[src/rtl/decode_branch.sv]
`default_nettype none
// ============================================================================
// Module   : decode_branch
// Purpose  : Decode stage. Register file, branch resolution with operand
//            forwarding, and the ID/EX pipeline register.
// Revision : 1.0 - initial release
// ============================================================================
module decode_branch (
  input  logic        clk,
  input  logic        reset,
  input  logic [31:0] ir_in,
  input  logic [31:0] npc_in,
  input  logic        ex_wen,
  input  logic [4:0]  ex_addr,
  input  logic [31:0] ex_data,
  input  logic        wb_wen,
  input  logic [4:0]  wb_addr,
  input  logic [31:0] wb_data,
  output logic        cond,
  output logic [31:0] rpc,
  output logic [31:0] id_ir,
  output logic [31:0] id_npc,
  output logic [31:0] id_a,
  output logic [31:0] id_b,
  output logic [31:0] id_imm,
  output logic [4:0]  id_dst,
  output logic        id_wen,
  output logic [15:0] taken_cnt
);

  localparam logic [5:0] c_OP_STORE = 6'b010000;
  localparam logic [5:0] c_OP_LOAD  = 6'b010001;
  localparam logic [5:0] c_OP_BEQZ  = 6'b100000;
  localparam logic [5:0] c_OP_BNEZ  = 6'b100001;
  localparam logic [5:0] c_OP_J     = 6'b100010;

  logic [31:0] r_rf [0:31];

  logic [5:0]  w_op;
  logic [4:0]  w_fa;
  logic [4:0]  w_fb;
  logic [4:0]  w_fc;
  logic [31:0] w_imm_sx;
  logic        w_nop;
  logic        w_rr;
  logic        w_st;
  logic        w_ld;
  logic        w_ia;
  logic        w_beqz;
  logic        w_bnez;
  logic        w_j;
  logic [31:0] w_rd_fa;
  logic [31:0] w_rd_fb;
  logic [31:0] w_rd_fc;
  logic [31:0] w_br_opnd;
  logic [31:0] w_b;
  logic        w_wen;

  // Read port: r0 is hardwired zero, a same-cycle WB write is bypassed.
  function automatic logic [31:0] f_read(input logic [4:0] a);
    if (a == 5'd0)
      return 32'd0;
    else if (wb_wen && (wb_addr == a))
      return wb_data;
    else
      return r_rf[a];
  endfunction

  always_comb begin
    w_op     = ir_in[31:26];
    w_fa     = ir_in[25:21];
    w_fb     = ir_in[20:16];
    w_fc     = ir_in[15:11];
    w_imm_sx = {{16{ir_in[15]}}, ir_in[15:0]};
    w_nop    = (ir_in == 32'd0);

    w_st   = !w_nop && (w_op == c_OP_STORE);
    w_ld   = !w_nop && (w_op == c_OP_LOAD);
    w_rr   = !w_nop && (w_op[5:4] == 2'b00);
    w_ia   = !w_nop && (w_op[5:4] == 2'b01) && !w_st && !w_ld;
    w_beqz = !w_nop && (w_op == c_OP_BEQZ);
    w_bnez = !w_nop && (w_op == c_OP_BNEZ);
    w_j    = !w_nop && (w_op == c_OP_J);

    w_rd_fa = f_read(w_fa);
    w_rd_fb = f_read(w_fb);
    w_rd_fc = f_read(w_fc);

    // EX result is newer than anything in WB or the file.
    if (ex_wen && (ex_addr == w_fa) && (w_fa != 5'd0))
      w_br_opnd = ex_data;
    else
      w_br_opnd = w_rd_fa;

    cond = !reset && (w_j ||
                      (w_beqz && (w_br_opnd == 32'd0)) ||
                      (w_bnez && (w_br_opnd != 32'd0)));
    rpc  = npc_in + w_imm_sx;

    if (w_rr)
      w_b = w_rd_fc;
    else if (w_st)
      w_b = w_rd_fa;
    else
      w_b = 32'd0;

    w_wen = (w_rr || w_ia || w_ld) && (w_fa != 5'd0);
  end

  always_ff @(posedge clk) begin
    if (reset) begin
      for (int i = 0; i < 32; i++)
        r_rf[i] <= 32'd0;
    end else if (wb_wen && (wb_addr != 5'd0)) begin
      r_rf[wb_addr] <= wb_data;
    end
  end

  always_ff @(posedge clk) begin
    if (reset) begin
      id_ir     <= 32'd0;
      id_npc    <= 32'd0;
      id_a      <= 32'd0;
      id_b      <= 32'd0;
      id_imm    <= 32'd0;
      id_dst    <= 5'd0;
      id_wen    <= 1'b0;
      taken_cnt <= 16'd0;
    end else begin
      id_ir     <= ir_in;
      id_npc    <= npc_in;
      id_a      <= w_rd_fb;
      id_b      <= w_b;
      id_imm    <= w_imm_sx;
      id_dst    <= w_wen ? w_fa : 5'd0;
      id_wen    <= w_wen;
      if (cond)
        taken_cnt <= taken_cnt + 16'd1;
    end
  end

endmodule
`default_nettype wire

[config.mk]
export PLATFORM = sky130hd
export DESIGN_NAME = decode_branch
export DESIGN_NICKNAME = d
export VERILOG_FILES = /design/src/rtl/decode_branch.sv
export SDC_FILE = /design/constraint.sdc
export NUM_CORES = 2
export LEC_CHECK = 0
export CORE_ASPECT_RATIO = 1.5
export CORE_MARGIN = 10
export CORE_UTILIZATION = 30
export DETAILED_ROUTE_END_ITERATION = 8
export HOLD_SLACK_MARGIN = 0.02
export PLACE_DENSITY_LB_ADDON = 0.15
export SLEW_MARGIN = 20
export SYNTH_ARGS = -nofsm -noshare
export SYNTH_HDL_FRONTEND = slang
export SYNTH_SLANG_ARGS = --single-unit
[constraint.sdc]
create_clock -name clk -period 6 [get_ports clk]
set_input_delay 0.9 -clock clk [delete_from_list [all_inputs] [get_ports clk]]
set_output_delay 0.9 -clock clk [all_outputs]
set_load 0.03 [all_outputs]
==> images/cell_density.png <==
21 x 31 tiles, from white (low) to dark blue (high), 0 to 100% covered.
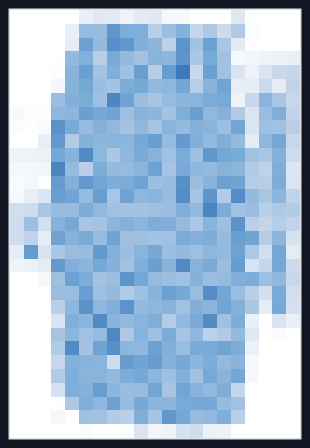
The fullest tile reaches 70%. The mean over all tiles is 32%. 18% of the tiles are nearly empty.

==> images/congestion.png <==
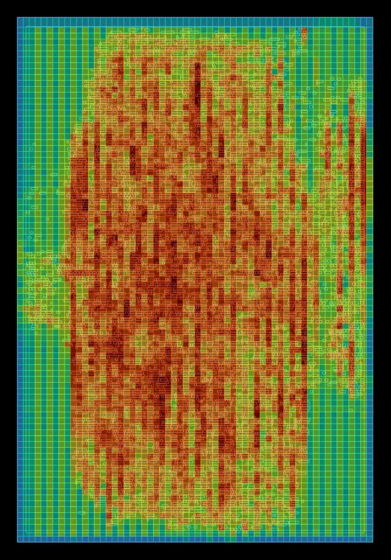
met2 usage: 0.465
fraction of the core area covered by cells at the end of the flow: 0.361
global-route layer with the greatest usage: met2
M3 GR Usage: 0.0536
grt met1 use: 0.336

==> run summary <==
Implementation results

The final worst setup slack is -0.0188 ns. The final reports fail on negative setup slack. At the placement stage, the worst setup path has a slack of -0.568 ns. Ranking logic cells in the layout by count gives the top entries 1024 x edfxtp_1, 911 x and2_1, 771 x mux4_2, 346 x buf_4, 329 x clkdlybuf4s50_1. The number of H-tree branching levels is 4.

The cell-internal power is 0.0160 W. The worst setup path is captured at an output pin. After floorplanning, the core was divided into 217 placement rows. The number of slew-limit violations in the final report is 0. The overall routed net length is about 360000 um. Subtracting the final worst setup slack from the clock period gives 6.02 ns. The final-report setup violation count is 1. OpenROAD emitted warnings numbering 28. Per the cell usage report, the commonest logic cell in the layout is edfxtp_1. The leakage dissipation is 28.5 nW. The floorplan step defined a die boundary enclosing 254000 um2. The iteration tally of the first detailed-router pass is 6. TritonCTS reports the number of clock sinks as 1174.

At the worst endpoint, the required time is 5.10 ns. The report shows a maximum critical-path fanout of 16. The type recorded for the worst min-delay path is in2reg. Switching power as a fraction of the total was reported as 0.295. The count of nets left with antenna violations after detail routing is 0. The area growth from synthesis to final layout is 19.8%.

The clock tree from TritonCTS is yes. The first global-routing pass estimated 483000 um of wire. Power comes to ~0.023 W.

During I/O placement, the number of pins put on the boundary was 357. The total number of vias is 53.1k. The maximum number of pins on one net before global-route repair is approximately 84. The x dimension of the die is 415 um. The finished design was reported to have a net count of 5599. The most used flip-flop cell after synthesis is edfxtp_1. The cell taking the most area after synthesis is edfxtp_1. The core area is 233000 um2. The worst setup path is launched from a primary input. After filler insertion, the fill cell instance count of the layout stands at 22.2k.

The share of synthesized area occupied by flip-flops and latches is 0.482. The final total negative setup slack is -0.0188 ns. The flow ran to the end, but the final reports show violations. The number of buffers on the longest clock path is 4.

Setup repair after global routing could not meet its margin everywhere. The instance tally after logic synthesis is 5063. The most frequent cell on the critical path is buf_12. The number of placed instances with taps included is around 8.3k. The number of violations reported at the end of detailed-routing iteration 0 is 7930.
[final timing paths]
kind                start       endpoint  cells after the start
max             ir_in[25]           cond                     19
min                 reset      id_ir[30]                      2
max reg2reg   r_rf[5][22]  taken_cnt[15]                     17
min reg2reg  taken_cnt[0]   taken_cnt[0]                      2
[flip-flops by register name, indices dropped and copies added (netlist names)]
name,cells
r_rf,1024
id_npc,32
id_dst,5
id_b,32
id_ir,32
id_a,32
taken_cnt,16
id_wen,1
[cells in the mapped netlist, types with 41 or more instances]
cell type	instances
a211oi_1	66
a21oi_1	126
a22oi_1	51
and2_1	911
buf_1	83
buf_4	41
clkbuf_1	400
dfxtp_1	150
edfxtp_1	1024
mux2_2	43
mux2i_1	208
mux4_2	771
nand2_1	117
nor2_1	200
nor2b_1	90
nor3_1	122
o21ai_0	146
o22ai_1	50
[cells by family after synthesis]
family	after synthesis	synth area share
adders and majority gates	33	0.00600
AOI/OAI and AO/OA	580	0.0534
and+or+nand+nor	1607	0.131
other	1	0.0000535
muxes	1034	0.287
buffers and inverters	585	0.0352
DFF	1174	0.482
xor gates and xnor gates	49	0.00613
[layout make-up]
type                    count  area [um2]  share of cell area
multi-input cells        3335       34400               0.410
flip-flops and latches   1174       33800               0.402
repair buffers            749        7290              0.0869
clock buffers             180        3840              0.0458
well taps                3066        3840              0.0457
clock inverters            66         539             0.00643
diodes                     64         160             0.00191
inverters                  20        76.3            0.000910
[routing by layer]
layer / GRT usage / routed length, um / up-vias
met5: 0 / 69 / -
met4: 0.156 / 21600 / 10
met3: 0.0536 / 35000 / 855
met2: 0.465 / 175000 / 3913
met1: 0.336 / 131000 / 27900
li1: - / - / 20500
[timing repair]
action                     CTS  global route
hold buffers                 0             0
pin swaps                    0             2
setup endpoints to repair    2             3
resized                     11             6
gates cloned                 1             0
buffers inserted             0             3
Power is estimated from default activity; no workload was simulated.
